## src/rtl/uart_flash_bridge_pkg.sv

```systemverilog
// Shared constants for the UART-to-flash bridge:
// command/status byte codes and the controller state encoding.
package uart_flash_bridge_pkg;

  localparam logic [7:0] CMD_RD = 8'h52;
  localparam logic [7:0] CMD_WR = 8'h57;
  localparam logic [7:0] ACK    = 8'h06;
  localparam logic [7:0] NAK    = 8'h15;

  typedef enum logic [3:0] {
    IDLE,
    ADDR,
    LEN,
    WDATA,
    FL_GO,
    FL_WAIT,
    TX_GO,
    TX_WAIT,
    STATUS
  } state_t;

endpackage

```

## src/rtl/bridge_buf.sv

```systemverilog
// Write-burst buffer: single port, synchronous write, registered read.
// The read register doubles as the flash write-data output.
module bridge_buf #(
  parameter int DEPTH = 16,
  parameter int AW    = 4
) (
  input  logic          clk,
  input  logic          rst,
  input  logic          we,
  input  logic          re,
  input  logic [AW-1:0] addr,
  input  logic [7:0]    wdata,
  output logic [7:0]    rdata
);

  logic [7:0] mem [DEPTH];

  always_ff @(posedge clk) begin
    if (we) mem[addr] <= wdata;
  end

  // Held between reads so it stays stable for a whole flash access.
  always_ff @(posedge clk or posedge rst) begin
    if (rst) rdata <= '0;
    else if (re) rdata <= mem[addr];
  end

endmodule

```

## src/rtl/uart_flash_bridge.sv

```systemverilog
// Byte-protocol bridge from a UART to a simple flash access port:
// read/write bursts, timeout, overrun detection and ACK/NAK status.
module uart_flash_bridge
  import uart_flash_bridge_pkg::*;
#(
  parameter int ADDR_W      = 22,
  parameter int ADDR_BYTES  = 3,
  parameter int MAX_BURST   = 16,
  parameter int TIMEOUT_CYC = 5_000_000
) (
  input  logic              CLK_50MHZ,
  input  logic              RST,
  input  logic [7:0]        rx_data,
  input  logic              rx_valid,
  output logic [7:0]        tx_data,
  output logic              tx_start,
  input  logic              tx_busy,
  output logic [ADDR_W-1:0] fl_addr,
  output logic [7:0]        fl_wdata,
  input  logic [7:0]        fl_rdata,
  output logic              fl_rw,
  output logic              fl_start,
  input  logic              fl_done,
  output logic              busy
);

  localparam int BW = (MAX_BURST > 1) ? $clog2(MAX_BURST) : 1;
  localparam int TW = $clog2(TIMEOUT_CYC + 1);
  localparam int CW = (ADDR_BYTES > 1) ? $clog2(ADDR_BYTES) : 1;

  state_t state, nxt;

  logic              rd, err, ovr, fin, seen;
  logic [CW-1:0]     acnt;
  logic [7:0]        len, idx;
  logic [ADDR_W-1:0] addr;
  logic [TW-1:0]     tmo;
  logic              rx_st, tmo_hit, last;
  logic              cmd_ok, len_ok, tx_done;
  logic              buf_we, buf_re;

  assign rx_st   = (state == ADDR) || (state == LEN) ||
                   (state == WDATA);
  assign tmo_hit = rx_st && !rx_valid &&
                   (tmo == TW'(TIMEOUT_CYC - 1));
  assign last    = (idx == len - 8'd1);
  assign cmd_ok  = (rx_data == CMD_RD) || (rx_data == CMD_WR);
  assign len_ok  = (rx_data != 8'd0) &&
                   (rx_data <= 8'(MAX_BURST));
  assign tx_done = seen && !tx_busy;
  assign busy    = (state != IDLE);
  assign tx_start = (state == TX_GO) && !tx_busy;
  assign buf_we  = (state == WDATA) && rx_valid;
  assign buf_re  = (state == FL_GO);

  bridge_buf #(
    .DEPTH (MAX_BURST),
    .AW    (BW)
  ) u_buf (
    .clk   (CLK_50MHZ),
    .rst   (RST),
    .we    (buf_we),
    .re    (buf_re),
    .addr  (BW'(idx)),
    .wdata (rx_data),
    .rdata (fl_wdata)
  );

  always_ff @(posedge CLK_50MHZ or posedge RST) begin
    if (RST) state <= IDLE;
    else state <= nxt;
  end

  always_comb begin
    nxt = state;
    unique case (state)
      IDLE:
        if (rx_valid) nxt = cmd_ok ? ADDR : STATUS;
      ADDR:
        if (tmo_hit) nxt = STATUS;
        else if (rx_valid &&
                 acnt == CW'(ADDR_BYTES - 1))
          nxt = LEN;
      LEN:
        if (tmo_hit) nxt = STATUS;
        else if (rx_valid)
          nxt = !len_ok ? STATUS :
                (rd ? FL_GO : WDATA);
      WDATA:
        if (tmo_hit) nxt = STATUS;
        else if (rx_valid && last) nxt = FL_GO;
      FL_GO:
        nxt = FL_WAIT;
      FL_WAIT:
        if (fl_done)
          nxt = rd ? TX_GO : (last ? STATUS : FL_GO);
      TX_GO:
        if (!tx_busy) nxt = TX_WAIT;
      TX_WAIT:
        if (tx_done)
          nxt = fin ? IDLE : (last ? STATUS : FL_GO);
      STATUS:
        nxt = TX_GO;
      default:
        nxt = IDLE;
    endcase
  end

  always_ff @(posedge CLK_50MHZ or posedge RST) begin
    if (RST) begin
      rd       <= 1'b0;
      err      <= 1'b0;
      ovr      <= 1'b0;
      fin      <= 1'b0;
      seen     <= 1'b0;
      acnt     <= '0;
      len      <= '0;
      idx      <= '0;
      addr     <= '0;
      tmo      <= '0;
      tx_data  <= '0;
      fl_addr  <= '0;
      fl_rw    <= 1'b1;
      fl_start <= 1'b0;
    end else begin
      fl_start <= 1'b0;
      tmo <= (rx_st && !rx_valid) ? tmo + 1'b1 : '0;
      if (rx_valid && !rx_st && state != IDLE) ovr <= 1'b1;
      if (tmo_hit) err <= 1'b1;
      unique case (state)
        IDLE:
          if (rx_valid) begin
            rd   <= (rx_data == CMD_RD);
            acnt <= '0;
            err  <= !cmd_ok;
          end
        ADDR:
          if (rx_valid) begin
            // Shifting MSB-first drops bits above ADDR_W.
            addr <= ADDR_W'({addr, rx_data});
            acnt <= acnt + 1'b1;
          end
        LEN:
          if (rx_valid) begin
            len <= rx_data;
            idx <= '0;
            if (!len_ok) err <= 1'b1;
          end
        WDATA:
          if (rx_valid) idx <= last ? 8'd0 : idx + 8'd1;
        FL_GO: begin
          fl_start <= 1'b1;
          fl_addr  <= addr;
          fl_rw    <= rd;
        end
        FL_WAIT:
          if (fl_done) begin
            if (rd) begin
              tx_data <= fl_rdata;
            end else begin
              idx  <= idx + 8'd1;
              addr <= addr + 1'b1;
            end
          end
        TX_GO:
          seen <= 1'b0;
        TX_WAIT:
          if (tx_done) begin
            seen <= 1'b0;
            if (!fin) begin
              idx  <= idx + 8'd1;
              addr <= addr + 1'b1;
            end
          end else if (tx_busy) begin
            seen <= 1'b1;
          end
        STATUS: begin
          tx_data <= (err || ovr) ? NAK : ACK;
          fin     <= 1'b1;
        end
        default: ;
      endcase
      if (nxt == IDLE) begin
        ovr <= 1'b0;
        err <= 1'b0;
        fin <= 1'b0;
      end
    end
  end

endmodule

```

## config.mk

```make
export PLATFORM = sky130hd
export DESIGN_NAME = uart_flash_bridge
export DESIGN_NICKNAME = d
export VERILOG_FILES = /design/src/rtl/uart_flash_bridge_pkg.sv /design/src/rtl/bridge_buf.sv /design/src/rtl/uart_flash_bridge.sv
export SDC_FILE = /design/constraint.sdc
export NUM_CORES = 1
export LEC_CHECK = 0
export CAP_MARGIN = 20
export CORE_ASPECT_RATIO = 0.7
export CORE_MARGIN = 5
export CORE_UTILIZATION = 55
export CTS_BUF_LIST = sky130_fd_sc_hd__clkbuf_8 sky130_fd_sc_hd__clkbuf_16
export DETAILED_ROUTE_END_ITERATION = 6
export GPL_TIMING_DRIVEN = 0
export PLACE_DENSITY_LB_ADDON = 0.05
export SETUP_SLACK_MARGIN = 0.02
export SYNTH_ARGS = -nofsm -noshare
export SYNTH_HDL_FRONTEND = slang
export SYNTH_SLANG_ARGS = --single-unit
```

## constraint.sdc

```tcl
create_clock -name CLK_50MHZ -period 5.2 [get_ports CLK_50MHZ]
set_clock_uncertainty 0.2 [all_clocks]
set_input_delay 1.04 -clock CLK_50MHZ [delete_from_list [all_inputs] [get_ports CLK_50MHZ]]
set_output_delay 1.04 -clock CLK_50MHZ [all_outputs]
set_load 0.005 [all_outputs]
```

==> run_1/final_clocks.png <==
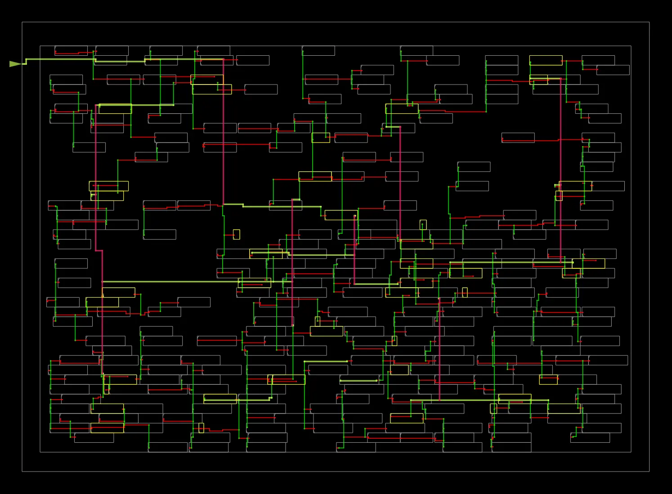
Clock Buffer Count: 32
worst skew pair latency: 0.51 ns
# clock sinks: 240
clock buffer count from CTS: 24

==> run_1/pins.png <==
Drawn at 2 px/um. Pins as bars across the die edge, other pins in grey.
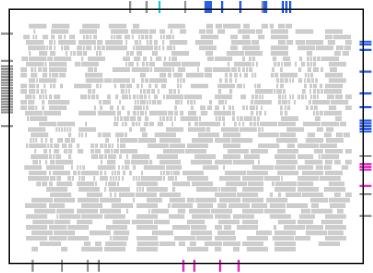
colour	port	pins	direction	edge
magenta	`fl_wdata`	8	output	4 right, 4 bottom
cyan	`tx_busy`	1	input	top
blue	`fl_addr`	22	output	11 top, 11 right

==> run_1/gate_families.png <==
Drawn at 2 px/um.
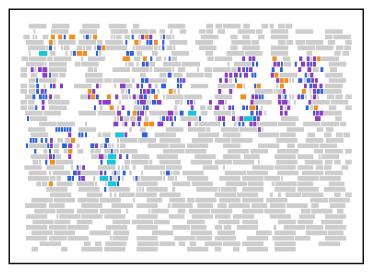
colour	family	cells
blue	NAND gates	137
purple	inverting AOI/OAI gates	120
orange	AND and OR gates	38
cyan	adder and majority cells	8

==> flow_summary.toml, run 1 <==
# synthesis and place-and-route metrics
[outcome]
run_status = "completed"

[cts]
cts_resized = 0
cts-root-buf = "clkbuf_16"
cts_buffer_depth = 3
cts_tree = "built"
cts.htree.levels = 1
cts_hold_buf = 0
clk_pin_slew_ns = 0.06

[final_timing]
rsz0062_at_grt = "no"
setup-tns-final_ns = 0
finalSetupViolations = 0
post-route-min-period_ns = 4.07

[power_and_ir_drop]
leakage_nw = 4.63
peakVddDrop_v = 0.000383
cellPowerDensity_nw_per_um2 = 518

[synth]
ys_seq_frac = 0.625
async_flop_share = 0.467
synth_dominant_cell_count = "edfxtp_1"
area_leaders = "edfxtp_1 (36%), dfrtp_1 (26%), mux4_2 (8.5%)"
synthAdderAreaFrac = 0.00941
syn_avg_cell_area_um2 = 13.0
common_cells = "edfxtp_1 (128), dfrtp_1 (111), nand2_1 (90), nor2_1 (72), a21oi_1 (45)"
synth.cellmix.compoundShare = 0.0772
synth_area_leader_cell = "edfxtp_1"
synth_cell_types = 58
top_cell_area_share = 0.361
synthesis.area_um2 = 10600
yosys_area_um2 = 10600
ff_type = "edfxtp_1"
synthCells = 820
synth-edff-count = 128
yosysCellCount = 820
yosys_warnings = 0
mux_area_frac = 0.119

[route]
drtIter0Drc = 705
avgRoutedWirePerCell_um = 20.9
drc = 0
vias_per_cell = 5.94
num_vias = 7084
ant_nets = 0
wl_met2_um = 10700
dr_wl_met3_um = 2480
maxUsedRoutingLayer = "met4"
wl_met1_um = 11500

[global_route]
met3_usage = 0.0684
gr-usage-met1 = 0.355
grt_use_total = 0.228
grt_overflow = 0
antenna_found_initial = 0
grt_max_degree = 72
grt-busiest-layer = "met1"
grt_pass1_vias = 7022

[placement]
placed_cells = 1148
place_congestion = 0.869
dp.final_hpwl_um = 16900
portBuffers = 61
place_area_um2 = 11600

[floorplanning]
initial_core_util = 0.561
die_h_um = 126
ios = 63
die_w_um = 176
n_tap_cell = 264
chipArea_um2 = 22300

[final_layout]
inv_count = 16
logic_area_um2 = 3780
stdcell_count = 1192
final_util = 0.658
fin_area_um2 = 12500
fillers = 1388
largest_reg_flops = 128
lay_top_count = "edfxtp_1"
largest_class = "flip-flops and latches"
comb.multi_input.count = 525
final_nets = 939
buf_share = 0.0651
clock_area_frac = 0.0679
diodes = 0
seq_area_um2 = 6650
seq_area_frac = 0.533
comb_area_frac = 0.303
final_cell_mix = "edfxtp_1 (128), dfrtp_1 (111), nand2_1 (90)"
syn2layout_area_growth_pct = 17.3

[setup_path]
end_kind = "flip-flop"
cp_max_fo = 21
startpoint = "rx_data[0]"
critPathRequiredTime_ns = 5.36
cp.arrival_ns = 4.23
r2r_slack_ns = 2.11

[hold_path]
hold_path.class = "reg2reg"
min_from = "tmo[0]"
whs_path_depth = 1
whs_endpoint = "tmo[0]"

[run]
openroad.warnings = 29
-- run 1: how the worst max path moves through the flow --
stage | slack, ns | cells after the start | to
3_3_place_gp | -0.64 | 2 | idx[7]
2_1_floorplan | 1.00 | 1 | acnt[0]
3_5_place_dp | 0.74 | 8 | fin
4_1_cts | 1.27 | 8 | ovr
5_1_grt | 1.01 | 8 | ovr
6_report | 1.13 | 8 | ovr
-- run 1: power by group --
part,switching [mW],internal [mW],leakage (nW)
Combinational,1.08,0.988,1.64
Sequential,0.280,2.32,2.55
Clock,0.701,1.10,0.445
Total,2.06,4.41,4.63
-- run 1: critical path, stage by stage --
cell	delay, ns
clkdlybuf4s50_1	0.92
nor4_1	0.53
mux2i_1	0.52
o21ai_0	0.14
a32oi_1	0.28
o22ai_1	0.15
a221oi_1	0.50
a21oi_1	0.13
==> run_1/met4.png <==
Drawn at 2 px/um.
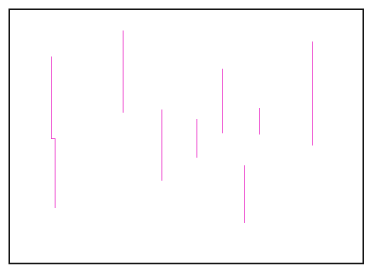

==> run 2, diff against run 1 <==
--- a/config.mk
+++ b/config.mk
@@ -8,7 +8,7 @@
 export CAP_MARGIN = 20
 export CORE_ASPECT_RATIO = 0.7
 export CORE_MARGIN = 5
-export CORE_UTILIZATION = 55
+export CORE_UTILIZATION = 54
 export CTS_BUF_LIST = sky130_fd_sc_hd__clkbuf_8 sky130_fd_sc_hd__clkbuf_16
 export DETAILED_ROUTE_END_ITERATION = 6
 export GPL_TIMING_DRIVEN = 0
==> constraint.sdc (replaced) <==
create_clock -name CLK_50MHZ -period 3.6 [get_ports CLK_50MHZ]
set_clock_uncertainty 0.2 [all_clocks]
set_input_delay 0.72 -clock CLK_50MHZ [delete_from_list [all_inputs] [get_ports CLK_50MHZ]]
set_output_delay 0.72 -clock CLK_50MHZ [all_outputs]
set_load 0.005 [all_outputs]
==> run_2/met4.png <==
Drawn at 2 px/um.
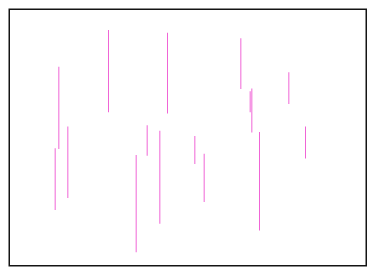
longest straight run	49.0 um
nets with wire on the layer	9
wire length on this layer	472 um
share of all routed wire	1.9%

==> run 2 against run 1 <==
  * Synthesized cell count stayed put
  * Sequential share of layout area increased by 0.17 points
  * Worst hold slack got worse by 0.056 ns
  * Critical path depth is 3 lower
  * Sequential cell count did not move
  * Sequential power up 45%
  * Via count grew 1.8%
  * Clock power grew about 30%
  * Cell count up 0.84%
  * Critical path type is now reg2reg
  * Routed wire length is 0.85% higher
==> flow_summary.toml, run 2 <==
# synthesis and place-and-route metrics
[final_layout]
syn2layout_area_growth_pct = 16.9
drive_gt1_frac = 0.137
diodes = 0
final_nets = 943
seq_area_um2 = 6650
lay_top_count = "edfxtp_1"
final_util = 0.635
top_regs = "u_buf.mem (128), tmo (23)"
final_cell_mix = "edfxtp_1 (128), dfrtp_1 (111), nand2_1 (90)"
fillers = 1550
largest_reg_flops = 128
top_register = "u_buf.mem"
logic_area_um2 = 3770
fin_area_um2 = 12400

[route]
dr_wl_met3_um = 2490
first_pass_iters = 5
drtIter0Drc = 738
maxUsedRoutingLayer = "met4"
avgRoutedWirePerCell_um = 20.9
wl_met1_um = 11600
ant_nets = 0
num_vias = 7214
wl_met2_um = 10600
drc = 0
vias_per_cell = 6.00

[power_and_ir_drop]
powerClk_mw = 2.34
power.group.top = "sequential cells"
power.share.sequential = 0.414
p_clk_frac = 0.257
pwr-share-comb = 0.329
internal_power_mw = 6.11
switchingPower_mw = 2.98
swShare = 0.328
seq_power_mw = 3.76
leakage_nw = 4.65
cellPowerDensity_nw_per_um2 = 731
powerComb_mw = 2.99
p_total_mw = 9.09
peakVddDrop_v = 0.000382

[placement]
dp.final_hpwl_um = 17300
dp_slack_ns = -0.512
place_congestion = 0.906
place_area_um2 = 11700
portBuffers = 61

[final_timing]
post-route-min-period_ns = 3.14
fmax_mhz = 318
rsz0062_at_grt = "no"
drv_slew = 0
hold_ws_ns = 0.240
finalClockPeriodUsage = 0.873
hold_violations = 0
finalSetupViolations = 0

[synth]
top_cell_area_share = 0.361
common_cells = "edfxtp_1 (128), dfrtp_1 (111), nand2_1 (90), nor2_1 (72), a21oi_1 (45)"
ys_seq_frac = 0.625
synth_cell_types = 58
mux_area_frac = 0.119
synthCells = 820
synth-edff-count = 128
ff_type = "edfxtp_1"
yosys_area_um2 = 10600
synthAdderAreaFrac = 0.00941
synth.cellmix.compoundShare = 0.0772
synthesis.area_um2 = 10600
async_flop_share = 0.467
synthesis.nets = 849
xor_share = 0.0247
yosysCellCount = 820
ys.flops = 240
synth_area_leader_cell = "edfxtp_1"
simple_gate_area_frac = 0.124
yosys_warnings = 0
synth_dominant_cell_count = "edfxtp_1"
area_leaders = "edfxtp_1 (36%), dfrtp_1 (26%), mux4_2 (8.5%)"
syn_avg_cell_area_um2 = 13.0

[global_route]
grt_use_total = 0.227
grtUsageMet2 = 0.317
grt_overflow = 0
grt_max_degree = 43
grt-busiest-layer = "met1"
met3_usage = 0.0609
antenna_found_initial = 0
gr-usage-met1 = 0.362
grt_pass1_vias = 7114
grt_pass1_wl_um = 40100

[setup_path]
startpoint = "idx[0]"
cpPeakStageDelay_ns = 0.68
cp.arrival_ns = 3.34
critPathRequiredTime_ns = 3.79
regToRegStartpoint = "idx[0]"
path_delay_family = "multiplexers"
crit_cells = 5
r2r_slack_ns = 0.46
end_kind = "flip-flop"
critPathCapture = "u_buf.rdata[6]"
critical_path.most_common_cell = "mux4_2"
crit_path_top_delay_cell = "mux4_2"
cp_max_fo = 10
crit_chain = "buf_2 > clkbuf_1 > mux4_2 > mux4_2 > mux2_2"
cp.buffers_inverters = 2
crit_type = "reg2reg"

[cts]
cts_hold_buf = 0
cts_sinks = 240
cts_tree = "built"
cts-root-buf = "clkbuf_16"
cts_setup_buffers = 0
cts.htree.levels = 1
clock_latency_ns = 0.52
cts_buffers = 24
cts_resized = 0
cts_buffer_depth = 3
clk_pin_slew_ns = 0.06

[floorplanning]
ios = 63
chipArea_um2 = 22700
die_h_um = 127
initial_core_util = 0.543
core_um2 = 19600
die_w_um = 178

[run]
cap_viol_max_count = 0
openroad.warnings = 29

[outcome]
run_status = "completed"

[hold_path]
hold_path.class = "in2async"
-- run 2: cell counts after synthesis --
No cell type changed its count.
-- run 2: stage by stage --
step                setup TNS, ns  std cells
floorplan                       0        820
global route                    0       1202
global placement            -9.19       1151
finish                          0       1202
detailed placement          -2.10       1158
CTS                             0       1202
-- run 2: cell type report --
type | count | area share
Sequential cell | 240 | 0.534
Multi-Input combinational cell | 525 | 0.303
Timing Repair Buffer | 68 | 0.0579
Clock buffer | 25 | 0.0503
Tap cell | 270 | 0.0272
Buffer | 39 | 0.0132
Clock inverter | 19 | 0.00895
Inverter | 16 | 0.00513
-- run 2: worst reg2reg max path, stage by stage, from the launching register on --
cell and delay [ns]:
dfrtp_1 0.40, buf_2 0.35, clkbuf_1 0.57, mux4_2 0.69
mux4_2 0.53, mux2_2 0.30
Power and IR drop assume default switching activity.
